==> run_1/clock_map.png <==
Scale: 2 px per µm.
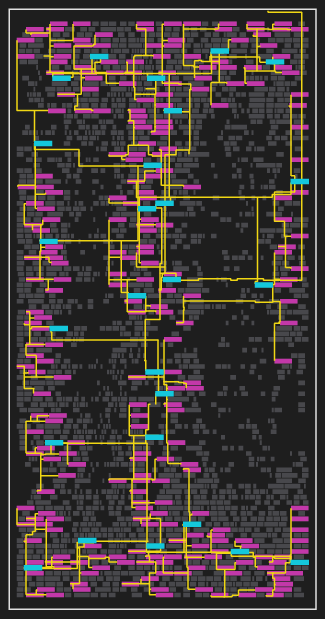
==> run_1/zoom.png <==
Region (64, 137) to (89, 162) µm. Cells in grey, sequential cells in the stronger grey; small squares are vias.
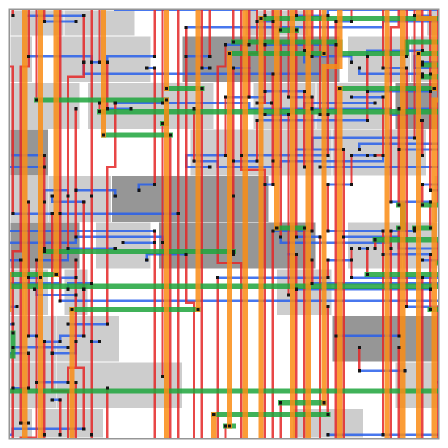
==> run_1/density.png <==
Scale: 1 px per µm. The die is cut into 15 by 30 equal tiles; black is low, pale yellow is high, 0 to 100% covered.
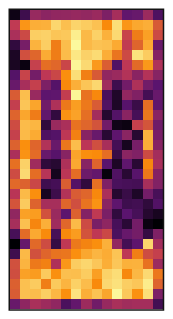
$ cat src/rtl/store_buffer_pkg.sv
// Shared definitions for the store buffer slice.
//   - Default geometry (depth, address and data widths).
//   - Pointer-width helper so every file derives ring-index widths the same way.
//   - Entry layout {addr, data} at the default widths.
package store_buffer_pkg;

  localparam int SB_DEPTH  = 4;
  localparam int SB_ADDR_W = 32;
  localparam int SB_DATA_W = 32;

  // Ring index width; depth is a power of two >= 2, so this is log2(depth).
  function automatic int ptr_w(input int depth);
    return (depth < 2) ? 1 : $clog2(depth);
  endfunction

  localparam int SB_PTR_W = ptr_w(SB_DEPTH);

  typedef struct packed {
    logic [SB_ADDR_W-1:0] addr;
    logic [SB_DATA_W-1:0] data;
  } sb_entry_t;

endpackage

$ cat src/rtl/store_buffer_if.sv
// Bundle of the CPU store/load path and the data-memory port seen by the
// store buffer.
//   CPU store : st_valid, st_addr, st_data  -> buffer;  st_ready <- buffer
//   CPU load  : ld_valid, ld_addr           -> buffer;  ld_data, ld_hit, ld_stall <- buffer
//   Memory    : mem_we, mem_a, mem_wd       <- buffer;  mem_rd -> buffer
//   Status    : count, empty                <- buffer
// Modport slave is the buffer; modport master is the CPU/memory side.
interface store_buffer_if
  import store_buffer_pkg::*;
#(
  parameter int DEPTH  = SB_DEPTH,
  parameter int ADDR_W = SB_ADDR_W,
  parameter int DATA_W = SB_DATA_W
) ();

  localparam int CNT_W = ptr_w(DEPTH) + 1;

  logic              st_valid;
  logic [ADDR_W-1:0] st_addr;
  logic [DATA_W-1:0] st_data;
  logic              st_ready;

  logic              ld_valid;
  logic [ADDR_W-1:0] ld_addr;
  logic [DATA_W-1:0] ld_data;
  logic              ld_hit;
  logic              ld_stall;

  logic              mem_we;
  logic [ADDR_W-1:0] mem_a;
  logic [DATA_W-1:0] mem_wd;
  logic [DATA_W-1:0] mem_rd;

  logic [CNT_W-1:0]  count;
  logic              empty;

  modport slave (
    input  st_valid, st_addr, st_data, ld_valid, ld_addr, mem_rd,
    output st_ready, ld_data, ld_hit, ld_stall, mem_we, mem_a, mem_wd, count, empty
  );

  modport master (
    output st_valid, st_addr, st_data, ld_valid, ld_addr, mem_rd,
    input  st_ready, ld_data, ld_hit, ld_stall, mem_we, mem_a, mem_wd, count, empty
  );

endinterface

$ cat src/rtl/store_buffer_fwd.sv
// Youngest-match search for store-to-load forwarding.
//   ent_addr/ent_data : buffer contents indexed by ring slot
//   ent_vld           : occupied-slot mask
//   rd_ptr            : slot of the oldest entry
//   ld_addr           : load address to match
//   hit/data          : some occupied entry matches / data of the youngest match
module store_buffer_fwd
  import store_buffer_pkg::*;
#(
  parameter int DEPTH  = SB_DEPTH,
  parameter int ADDR_W = SB_ADDR_W,
  parameter int DATA_W = SB_DATA_W,
  localparam int PTR_W = ptr_w(DEPTH)
) (
  input  logic [ADDR_W-1:0] ent_addr [DEPTH],
  input  logic [DATA_W-1:0] ent_data [DEPTH],
  input  logic [DEPTH-1:0]  ent_vld,
  input  logic [PTR_W-1:0]  rd_ptr,
  input  logic [ADDR_W-1:0] ld_addr,
  output logic              hit,
  output logic [DATA_W-1:0] data
);

  logic [PTR_W-1:0] idx;

  // Walk from oldest to youngest; a later match overwrites an earlier one,
  // so the surviving data belongs to the youngest matching store.
  always_comb begin
    hit  = 1'b0;
    data = '0;
    idx  = '0;
    for (int k = 0; k < DEPTH; k++) begin
      idx = rd_ptr + PTR_W'(k);
      if (ent_vld[idx] && (ent_addr[idx] == ld_addr)) begin
        hit  = 1'b1;
        data = ent_data[idx];
      end
    end
  end

endmodule

$ cat src/rtl/store_buffer.sv
// Write buffer between the CPU load/store path and word-addressed data memory.
// Stores are queued in a circular FIFO and drained one per cycle whenever the
// memory port is not needed by a load; loads that match a buffered store are
// answered from the youngest matching entry.
//   clk   : rising-edge clock
//   reset : asynchronous, active-high; discards all pending stores
//   sb    : store_buffer_if.slave (CPU store/load, memory port, count/empty)
module store_buffer
  import store_buffer_pkg::*;
#(
  parameter int DEPTH  = SB_DEPTH,
  parameter int ADDR_W = SB_ADDR_W,
  parameter int DATA_W = SB_DATA_W
) (
  input  logic            clk,
  input  logic            reset,
  store_buffer_if.slave   sb
);

  localparam int PTR_W = ptr_w(DEPTH);
  localparam int CNT_W = PTR_W + 1;
  localparam logic [CNT_W-1:0] FULL_CNT = CNT_W'(DEPTH);

  typedef struct packed {
    logic [ADDR_W-1:0] addr;
    logic [DATA_W-1:0] data;
  } entry_t;

  entry_t            entry_q [DEPTH];
  entry_t            entry_d [DEPTH];
  logic [PTR_W-1:0]  rd_ptr_q, rd_ptr_d;
  logic [PTR_W-1:0]  wr_ptr_q, wr_ptr_d;
  logic [CNT_W-1:0]  count_q, count_d;

  logic              full;
  logic              enq;
  logic              drain;
  logic              fwd_hit;
  logic [DATA_W-1:0] fwd_data;
  logic              ld_hit;

  logic [ADDR_W-1:0] ent_addr [DEPTH];
  logic [DATA_W-1:0] ent_data [DEPTH];
  logic [DEPTH-1:0]  ent_vld;
  logic [PTR_W-1:0]  age;

  // Slot i is occupied when its distance from the oldest entry is below count.
  always_comb begin
    ent_vld = '0;
    age     = '0;
    for (int i = 0; i < DEPTH; i++) begin
      ent_addr[i] = entry_q[i].addr;
      ent_data[i] = entry_q[i].data;
      age         = PTR_W'(i) - rd_ptr_q;
      ent_vld[i]  = ({1'b0, age} < count_q);
    end
  end

  store_buffer_fwd #(
    .DEPTH  (DEPTH),
    .ADDR_W (ADDR_W),
    .DATA_W (DATA_W)
  ) u_fwd (
    .ent_addr (ent_addr),
    .ent_data (ent_data),
    .ent_vld  (ent_vld),
    .rd_ptr   (rd_ptr_q),
    .ld_addr  (sb.ld_addr),
    .hit      (fwd_hit),
    .data     (fwd_data)
  );

  assign full   = (count_q == FULL_CNT);
  assign enq    = sb.st_valid && !full;
  assign ld_hit = sb.ld_valid && fwd_hit;

  // A missing load owns the memory port unless the buffer is full, in which
  // case the oldest store is forced out and the load stalls for that cycle.
  assign drain = (count_q != '0) && (!sb.ld_valid || ld_hit || full);

  assign sb.st_ready = !full;
  assign sb.ld_hit   = ld_hit;
  assign sb.ld_data  = ld_hit ? fwd_data : sb.mem_rd;
  assign sb.ld_stall = sb.ld_valid && !ld_hit && drain;
  assign sb.mem_we   = drain;
  assign sb.mem_a    = drain ? entry_q[rd_ptr_q].addr : sb.ld_addr;
  assign sb.mem_wd   = entry_q[rd_ptr_q].data;
  assign sb.count    = count_q;
  assign sb.empty    = (count_q == '0);

  always_comb begin
    entry_d  = entry_q;
    wr_ptr_d = wr_ptr_q;
    rd_ptr_d = rd_ptr_q;
    count_d  = count_q;
    if (enq) begin
      entry_d[wr_ptr_q] = '{addr: sb.st_addr, data: sb.st_data};
      wr_ptr_d          = wr_ptr_q + 1'b1;
    end
    if (drain) begin
      rd_ptr_d = rd_ptr_q + 1'b1;
    end
    case ({enq, drain})
      2'b10:   count_d = count_q + 1'b1;
      2'b01:   count_d = count_q - 1'b1;
      default: count_d = count_q;
    endcase
  end

  always_ff @(posedge clk or posedge reset) begin
    if (reset) begin
      for (int i = 0; i < DEPTH; i++) begin
        entry_q[i] <= '0;
      end
      rd_ptr_q <= '0;
      wr_ptr_q <= '0;
      count_q  <= '0;
    end else begin
      entry_q  <= entry_d;
      rd_ptr_q <= rd_ptr_d;
      wr_ptr_q <= wr_ptr_d;
      count_q  <= count_d;
    end
  end

endmodule

$ cat src/flat_wrapper.sv
// flat-port wrapper written by rule: the top's interface ports become plain ports
module store_buffer_flat import store_buffer_pkg::*;
#(
  parameter int DEPTH  = SB_DEPTH,
  parameter int ADDR_W = SB_ADDR_W,
  parameter int DATA_W = SB_DATA_W
)
  (clk, reset, sb_st_valid, sb_st_addr, sb_st_data, sb_ld_valid, sb_ld_addr, sb_mem_rd, sb_st_ready, sb_ld_data, sb_ld_hit, sb_ld_stall, sb_mem_we, sb_mem_a, sb_mem_wd, sb_count, sb_empty);
  store_buffer_if #(.DEPTH(DEPTH), .ADDR_W(ADDR_W), .DATA_W(DATA_W)) sb_i ();
  input  logic clk;
  input  logic reset;
  input wire logic [$bits(sb_i.st_valid)-1:0] sb_st_valid;
  input wire logic [$bits(sb_i.st_addr)-1:0] sb_st_addr;
  input wire logic [$bits(sb_i.st_data)-1:0] sb_st_data;
  input wire logic [$bits(sb_i.ld_valid)-1:0] sb_ld_valid;
  input wire logic [$bits(sb_i.ld_addr)-1:0] sb_ld_addr;
  input wire logic [$bits(sb_i.mem_rd)-1:0] sb_mem_rd;
  output wire logic [$bits(sb_i.st_ready)-1:0] sb_st_ready;
  output wire logic [$bits(sb_i.ld_data)-1:0] sb_ld_data;
  output wire logic [$bits(sb_i.ld_hit)-1:0] sb_ld_hit;
  output wire logic [$bits(sb_i.ld_stall)-1:0] sb_ld_stall;
  output wire logic [$bits(sb_i.mem_we)-1:0] sb_mem_we;
  output wire logic [$bits(sb_i.mem_a)-1:0] sb_mem_a;
  output wire logic [$bits(sb_i.mem_wd)-1:0] sb_mem_wd;
  output wire logic [$bits(sb_i.count)-1:0] sb_count;
  output wire logic [$bits(sb_i.empty)-1:0] sb_empty;
  assign sb_i.st_valid = sb_st_valid;
  assign sb_i.st_addr = sb_st_addr;
  assign sb_i.st_data = sb_st_data;
  assign sb_i.ld_valid = sb_ld_valid;
  assign sb_i.ld_addr = sb_ld_addr;
  assign sb_i.mem_rd = sb_mem_rd;
  assign sb_st_ready = sb_i.st_ready;
  assign sb_ld_data = sb_i.ld_data;
  assign sb_ld_hit = sb_i.ld_hit;
  assign sb_ld_stall = sb_i.ld_stall;
  assign sb_mem_we = sb_i.mem_we;
  assign sb_mem_a = sb_i.mem_a;
  assign sb_mem_wd = sb_i.mem_wd;
  assign sb_count = sb_i.count;
  assign sb_empty = sb_i.empty;
  store_buffer #(.DEPTH(DEPTH), .ADDR_W(ADDR_W), .DATA_W(DATA_W)) u_core (.clk(clk), .reset(reset), .sb(sb_i));
endmodule
$ cat config.mk
export PLATFORM = sky130hd
export DESIGN_NAME = store_buffer_flat
export DESIGN_NICKNAME = d
export VERILOG_FILES = /design/src/rtl/store_buffer_pkg.sv /design/src/rtl/store_buffer_if.sv /design/src/rtl/store_buffer_fwd.sv /design/src/rtl/store_buffer.sv /design/src/flat_wrapper.sv
export SDC_FILE = /design/constraint.sdc
export NUM_CORES = 1
export LEC_CHECK = 0
export CORE_ASPECT_RATIO = 2
export CORE_MARGIN = 3
export CORE_UTILIZATION = 50
export DETAILED_ROUTE_END_ITERATION = 10
export GPL_TIMING_DRIVEN = 0
export PLACE_DENSITY = 0.8
export SYNTH_ARGS = -nofsm -noshare
export SYNTH_HDL_FRONTEND = slang
export SYNTH_HIERARCHICAL = 1
export SYNTH_SLANG_ARGS = --single-unit
$ cat constraint.sdc
create_clock -name clk -period 11 [get_ports clk]
set_input_delay 1.65 -clock clk [delete_from_list [all_inputs] [get_ports clk]]
set_output_delay 1.65 -clock clk [all_outputs]
set_load 0.01 [all_outputs]
==> impl_metrics.csv, run 1 <==
group,metric,value,unit
run_status,status,"complete, but fails checks",
run_status,violations,"max-capacitance violations, max-slew violations, negative setup slack",
critical_path,crit_start,"u_core/rd_ptr_q[0]",
clock_network,cts_tree,"done",
pwr,pwr-share-clk,0.096,
critical_path,r2r_setup_slack,1800,ps
layout,clock_area_frac,0.0340,
synth,ys_sh_aoi,0.117,
layout,n_fill_cell,3375,
clock_network,clk_pin_slew_worst_paths,60,ps
critical_path,crit_buf_inv,9,
global_route,use_met2,0.809,
synth,postSynth.asyncResetShare,1.00,
route,drtIter0Drc,2390,
route,wire_per_inst,41.5,µm
sta,hold_violations,0,
global_route,overflow,0,
pwr,comb_power,0.00665,W
layout,largestClassByArea,"multi-input combinational cells",
pwr,ir_worst_vdd,0.000245,V
synth,syn_inst,1827,
critical_path,cp.depth,17,
synth,simple_gate_share,0.0619,
synth,mux_share,0.412,
critical_path,path_max_fanout,10,
sta,setup_viol,2,
layout,final_common_cell,"mux2_2",
pwr,p_clk,0.000939,W
critical_path,worstSetupStartpointType,"flop",
job,maxCapViolations,1,
sta,max_freq,90.8,MHz
placement,place_ws,1100,ps
floorplan,coreArea,42200,µm²
sta,whs,558,ps
layout,area_delta_synth_final,18.4,%
layout,instances_no_fill,2655,
critical_path,crit_path_end,"sb_mem_a[28]",
synth,yosys-top-cells-area,"dfrtp_1 (31%), mux2_2 (16%), mux4_2 (12%), mux2i_1 (8.8%), mux2_4 (4.2%)",
sta,min_period,11010,ps
sta,slew_violations,11,
pwr,comb_power_share,0.683,
layout,nonClkBufAreaFrac,0.135,
critical_path,required,9350,ps
critical_path,critPathSlowestCell,"a222oi_1",
job,warnings,36,
synth,synthesis.area,21500,µm²
clock_network,clk_latency,590,ps
floorplan,rows,106,
critical_path,worst_path_most_repeated_cell,"buf_2",
synth,synthAdderAreaFrac,0.00617,
sta,finalSetupTns,-20.0,ps
synth,top_cell,"mux2_2",
layout,inv_count,23,
route,met3_length,9130,µm
pwr,p_leak,10.1,nW
clock_network,cts_sinks,263,
layout,final_cell_area,25500,µm²
sta,period_used_share,1.00,
layout,n_antenna_cell,4,
synth,avgSynthCellArea,11.8,µm²
synth,yosys-top-cells-count,"mux2_2 (312), dfrtp_1 (263), mux2i_1 (190)",
layout,buffers_excl_clock,418,
critical_path,r2r-start,"u_core/rd_ptr_q[0]",
route,firstDrtPassIters,6,
synth,synth_seq_share,0.306,
global_route,busiest_layer,"met2",
layout,fin_nets,2234,
floorplan,die_h,299,µm
floorplan,tap_cells,540,
global_route,grt_start_max_net_pins,138,
sta,fin_ws,-11.2,ps
sta,rsz0062_at_grt,"false",
route,top_layer_used,"met5",
min_path,min_to,"u_core/ent_data[117]",
clock_network,cts_buffer_depth,3,
global_route,grt_pass1_vias,20600,
pwr,p_seq_frac,0.221,
critical_path,cp_slowest_stage_delay,1070,ps
About clock_map.png:
[yellow] clock wires | length: 3800 µm
[magenta] flip-flops | count: 263
[cyan] cells driving clock nets | count: 26
routed clock nets: 27
flops lie: all over the die

About zoom.png:
[orange] met4
[blue] met1
[red] met2
[green] met3
most frequent: mux2_2 (4), dfrtp_1 (4)
sequential cells in the window: 4
netlist names of flops here include: `u_core/ent_addr` (3), `u_core/rd_ptr_q` (1)
cells with their middle in the window: 27

About density.png:
tiles over 75% full: 30%
emptiest ninth of the die: middle right
fullest tile: 99%
nearly empty tiles: 0.70%

==> run_1/final_clocks.png <==
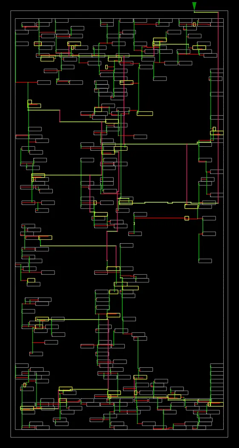

==> inputs of run 2 (changes only) <==
--- a/config.mk
+++ b/config.mk
@@ -9,8 +9,9 @@
 export CORE_MARGIN = 3
 export CORE_UTILIZATION = 50
 export DETAILED_ROUTE_END_ITERATION = 10
+export DONT_BUFFER_PORTS = 1
 export GPL_TIMING_DRIVEN = 0
-export PLACE_DENSITY = 0.8
+export PLACE_DENSITY = 0.73
 export SYNTH_ARGS = -nofsm -noshare
 export SYNTH_HDL_FRONTEND = slang
 export SYNTH_HIERARCHICAL = 1
==> run_2/final_clocks.png <==
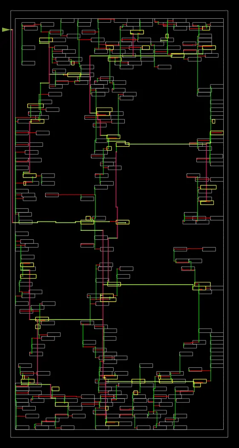
Flops: 263
CTS Buf Count: 27
Clock Skew: 9.25 ps
power in the clock group: 0.00104 W
clk latency late pin: 570 ps

==> run_2/zoom.png <==
Region (64, 137) to (89, 162) µm. Cells in grey, sequential cells in the stronger grey; small squares are vias.
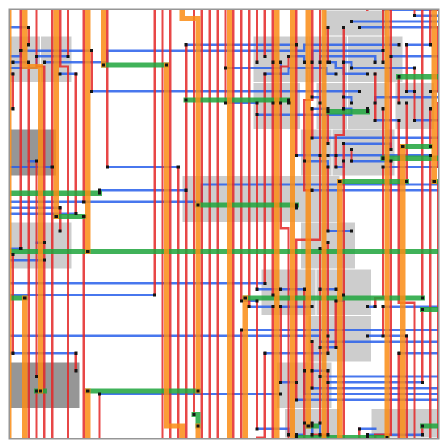
[orange] met4
[green] met3
[red] met2
[blue] met1
sequential cells in the window: 0
most frequent: xor2_1 (3), nand4_1 (2), mux2i_1 (2)
cells with their middle in the window: 19

==> run_2/cell_classes.png <==
Scale: 1.5 px per µm. Fill, decap, tap and diode cells in grey.
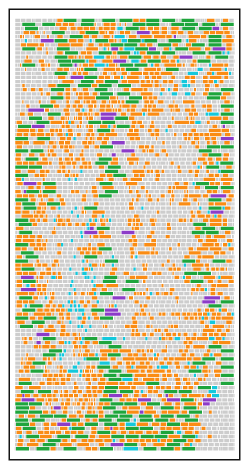
[cyan] other buffers and delay cells | cells: 184 | share of their area: 4.9%
[orange] all other logic | cells: 1383 | share of their area: 62%
[purple] clock drivers and dummy loads | cells: 49 | share of their area: 4.4%
[green] flip-flops | cells: 263 | share of their area: 29%

==> impl_metrics.csv, run 2 <==
group,metric,value,unit
run_status,status,"complete, no violations",
synth,avgSynthCellArea,11.8,µm²
global_route,grt_pass1_vias,19700,
layout,instances_no_fill,2420,
sta,min_period,9730,ps
floorplan,die_h,299,µm
critical_path,crit_start,"u_core/rd_ptr_q[1]",
critical_path,cp.depth,18,
floorplan,rows,106,
layout,area_delta_synth_final,8.08,%
job,maxCapViolations,0,
critical_path,cp_slowest_stage_delay,890,ps
min_path,min_to,"u_core/ent_data[106]",
sta,setup_viol,0,
placement,placed_cells,2370,
layout,buffers_excl_clock,184,
clock_network,cts_buffer_depth,3,
pwr,p_seq_frac,0.235,
pwr,pwr-share-clk,0.113,
route,viasPerCell,7.63,
critical_path,path_cells,"buf_6, buf_8, buf_12, buf_6, buf_6, buf_6, mux2i_1, o221a_1, o221ai_1, a222oi_1, o21ai_1, o31ai_2, buf_2, or3_1, nand2b_1, o21ai_2, buf_2, mux2_2",
pwr,comb_power_share,0.652,
sta,slew_violations,0,
min_path,holdPathStages,1,
clock_network,clk_pin_slew_worst_paths,70,ps
synth,simple_gate_share,0.0619,
clock_network,cts_sinks,263,
route,top_layer_used,"met5",
layout,final_common_cell,"mux2_2",
min_path,holdCritStartpoint,"u_core/ent_data[106]",
layout,clock_area_frac,0.0426,
global_route,overflow,0,
synth,mux_share,0.412,
synth,synthAdderAreaFrac,0.00617,
pwr,p_leak,9.26,nW
critical_path,required,9350,ps
floorplan,tap_cells,540,
synth,synthTopLogicFamily,"multiplexers",
layout,nonClkBufAreaFrac,0.0473,
floorplan,coreArea,42200,µm²
pwr,power_switching,0.00460,W
layout,n_fill_cell,3590,
synth,yosysCellCount,1827,
synth,top_cell,"mux2_2",
route,drtIter0Drc,1994,
layout,n_antenna_cell,1,
critical_path,critPathSlowestCell,"mux2i_1",
pwr,ir_worst_vdd,0.000212,V
sta,max_freq,103,MHz
route,via_count,18500,
sta,finalSetupTns,0,ps
synth,yosys-top-cells-area,"dfrtp_1 (31%), mux2_2 (16%), mux4_2 (12%), mux2i_1 (8.8%), mux2_4 (4.2%)",
critical_path,path_max_fanout,10,
job,warnings,34,
critical_path,r2r-start,"u_core/rd_ptr_q[1]",
route,firstDrtPassIters,7,
critical_path,crit_buf_inv,8,
sta,rsz0062_at_grt,"false",
layout,largestClassByArea,"multi-input combinational cells",
sta,hold_violations,0,
critical_path,r2r_cells,24,
synth,postSynth.asyncResetShare,1.00,
synth,syn_inst,1827,
pwr,power.density,397,nW/µm²
layout,final_cell_area,23200,µm²
synth,yosys-top-cells-count,"mux2_2 (312), dfrtp_1 (263), mux2i_1 (190)",
critical_path,r2r_setup_slack,2510,ps
synth,synthesis.area,21500,µm²
pwr,comb_power,0.00602,W
critical_path,worstSetupStartpointType,"flop",
synth,ys_sh_aoi,0.117,
global_route,use_met2,0.771,
global_route,track_usage,0.450,
critical_path,worst_path_most_repeated_cell,"buf_6",
sta,period_used_share,0.885,
global_route,busiest_layer,"met2",
sta,fin_ws,1270,ps
==> run_2/density.png <==
Scale: 1 px per µm. The die is cut into 15 by 30 equal tiles; black is low, pale yellow is high, 0 to 100% covered.
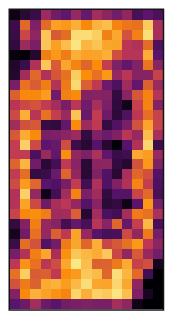

==> inputs of run 3 (changes only) <==
--- a/config.mk
+++ b/config.mk
@@ -8,10 +8,12 @@
 export CORE_ASPECT_RATIO = 2
 export CORE_MARGIN = 3
 export CORE_UTILIZATION = 50
+export CTS_CLUSTER_SIZE = 28
 export DETAILED_ROUTE_END_ITERATION = 10
 export DONT_BUFFER_PORTS = 1
 export GPL_TIMING_DRIVEN = 0
 export PLACE_DENSITY = 0.73
+export SLEW_MARGIN = 20
 export SYNTH_ARGS = -nofsm -noshare
 export SYNTH_HDL_FRONTEND = slang
 export SYNTH_HIERARCHICAL = 1
==> run_3/density.png <==
Scale: 1 px per µm. The die is cut into 15 by 30 equal tiles; black is low, pale yellow is high, 0 to 100% covered.
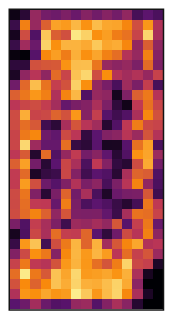
mean over tiles: 49%
tiles over 75% full: 19%
nearly empty tiles: 1.6%
emptiest ninth of the die: centre
fullest tile: 96%

==> run_3/clock_map.png <==
Scale: 2 px per µm.
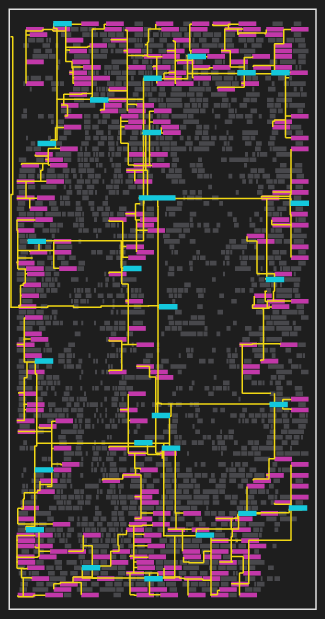
[magenta] flip-flops | count: 263
[yellow] clock wires | length: 3860 µm
[cyan] cells driving clock nets | count: 27
routed clock nets: 28
flops lie: all over the die

==> impl_metrics.csv, run 3 <==
group,metric,value,unit
job,maxCapViolations,0,
critical_path,crit_type,"reg2out",
route,drc,0,
critical_path,r2r_setup_slack,2670,ps
floorplan,die_h,299,µm
critical_path,crit_family,"buffers and inverters",
layout,buffers_excl_clock,186,
layout,nFlopsAndLatches,263,
layout,final_common_cell,"mux2_2",
sta,min_period,9560,ps
synth,synthTopLogicFamily,"multiplexers",
critical_path,cp.depth,19,
pwr,p_clk,0.00101,W
layout,area_delta_synth_final,8.10,%
critical_path,required,9350,ps
critical_path,critPathSlowestCell,"clkbuf_1",
layout,largestClassByArea,"multi-input combinational cells",
clock_network,cts_sinks,263,
synth,synthAdderAreaFrac,0.00617,
route,top_layer_used,"met5",
pwr,comb_power,0.00603,W
route,firstDrtPassIters,9,
layout,drive_gt1_frac,0.346,
floorplan,tap_cells,540,
pwr,swShare,0.502,
layout,comb_area,13800,µm²
layout,lay_top_cells,"mux2_2 (312), dfrtp_1 (263), mux2i_1 (188)",
clock_network,clk_pin_slew_worst_paths,70,ps
floorplan,coreArea,42200,µm²
route,wire_per_inst,43.8,µm
critical_path,r2r-start,"u_core/rd_ptr_q[0]",
route,drtIter0Drc,1990,
critical_path,crit_path_end_kind,"primary output",
sta,fin_ws,1440,ps
sta,skew,14.8,ps
critical_path,worst_path_most_repeated_cell,"buf_2",
layout,n_fill_cell,3643,
critical_path,crit_buf_inv,8,
clock_network,cts_setup_buffers,0,
job,warnings,33,
synth,top_cell,"mux2_2",
sta,period_used_share,0.869,
synth,ys_sh_aoi,0.117,
sta,slew_violations,0,
critical_path,cp_slowest_stage_delay,920,ps
run_status,status,"complete, no violations",
pwr,power_switching,0.00462,W
synth,yosys.area_share.xor_xnor,0.0448,
clock_network,postCtsHoldBufs,0,
layout,nClkBuffers,33,
synth,synth_seq_share,0.306,
sta,max_freq,105,MHz
pwr,power.density,396,nW/µm²
clock_network,cts_buffer_depth,3,
layout,seq_area,6580,µm²
sta,hold_violations,0,
sta,finalSetupTns,0,ps
floorplan,rows,106,
global_route,grtUsageMet1,0.406,
min_path,hold_path.class,"reg2reg",
synth,yosys-top-cells-area,"dfrtp_1 (31%), mux2_2 (16%), mux4_2 (12%), mux2i_1 (8.8%), mux2_4 (4.2%)",
sta,worstMarginPinSlew,1210,ps
synth,simple_gate_share,0.0619,
placement,dpl.hpwl,81700,µm
global_route,grt_pass1_vias,19600,
synth,top_area_frac,0.306,
critical_path,worstSetupStartpointType,"flop",
clock_network,cts_tree,"done",
synth,synthesis.area,21500,µm²
synth,postSynth.asyncResetShare,1.00,
global_route,overflow,0,
pwr,p_leak,9.25,nW
placement,portBuffers,0,
pwr,pwr-share-clk,0.109,
placement,place_area,22300,µm²
synth,yosysWarnings,6,
min_path,min_to,"u_core/ent_data[52]",
synth,syn_inst,1827,
layout,instances_no_fill,2424,
pwr,comb_power_share,0.655,
synth,synth_flops,263,
pwr,p_seq_frac,0.236,
synth,avgSynthCellArea,11.8,µm²
sta,rsz0062_at_grt,"false",
pwr,ir_worst_vdd,0.000185,V
critical_path,cp.arrival,7910,ps
critical_path,crit_start,"u_core/rd_ptr_q[0]",
synth,synth_nets,1969,
route,via_count,18600,
critical_path,r2r_cells,25,
clock_network,numCtsBuffers,27,
route,drt_wl_total,106000,µm
placement,placed_cells,2371,
critical_path,path_cells,"buf_4, buf_6, buf_6, clkbuf_1, buf_2, mux4_2, xnor2_1, nand4_1, nor4_1, and2_1, clkbuf_1, nand2_1, o31ai_2, buf_2, or3_1, nand2b_1, o21ai_2, buf_2, mux2_2",
layout,final_cell_area,23200,µm²
layout,nonClkBufAreaFrac,0.0485,
layout,clock_area_frac,0.0405,
critical_path,r2r_end,"u_core/sb.count[2]",
synth,mux_share,0.412,
global_route,use_met2,0.780,
clock_network,cts-root-buf,"clkbuf_16",
synth,yosys-top-cells-count,"mux2_2 (312), dfrtp_1 (263), mux2i_1 (190)",
pwr,p_int,0.00458,W
floorplan,fp_util,0.510,
critical_path,crit_path_end,"sb_mem_a[25]",
global_route,use_met3,0.113,
critical_path,path_max_fanout,10,
clock_network,clk_latency,590,ps
pwr,finalPower,0.00921,W
global_route,track_usage,0.452,
route,viasPerCell,7.69,
min_path,holdCritStartpoint,"u_core/ent_data[52]",
synth,yosysCellCount,1827,
min_path,holdPathStages,1,
layout,n_antenna_cell,2,
global_route,busiest_layer,"met2",
sta,setup_viol,0,
==> run_3/cell_classes.png <==
Scale: 1.5 px per µm. Fill, decap, tap and diode cells in grey.
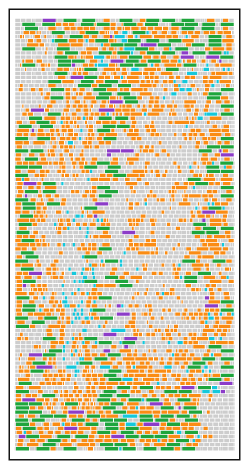
[purple] clock drivers and dummy loads | cells: 50 | share of their area: 4.2%
[green] flip-flops | cells: 263 | share of their area: 29%
[cyan] other buffers and delay cells | cells: 186 | share of their area: 5.0%
[orange] all other logic | cells: 1383 | share of their area: 62%

Power figures rest on the tool's default switching activity, not on a simulated workload.
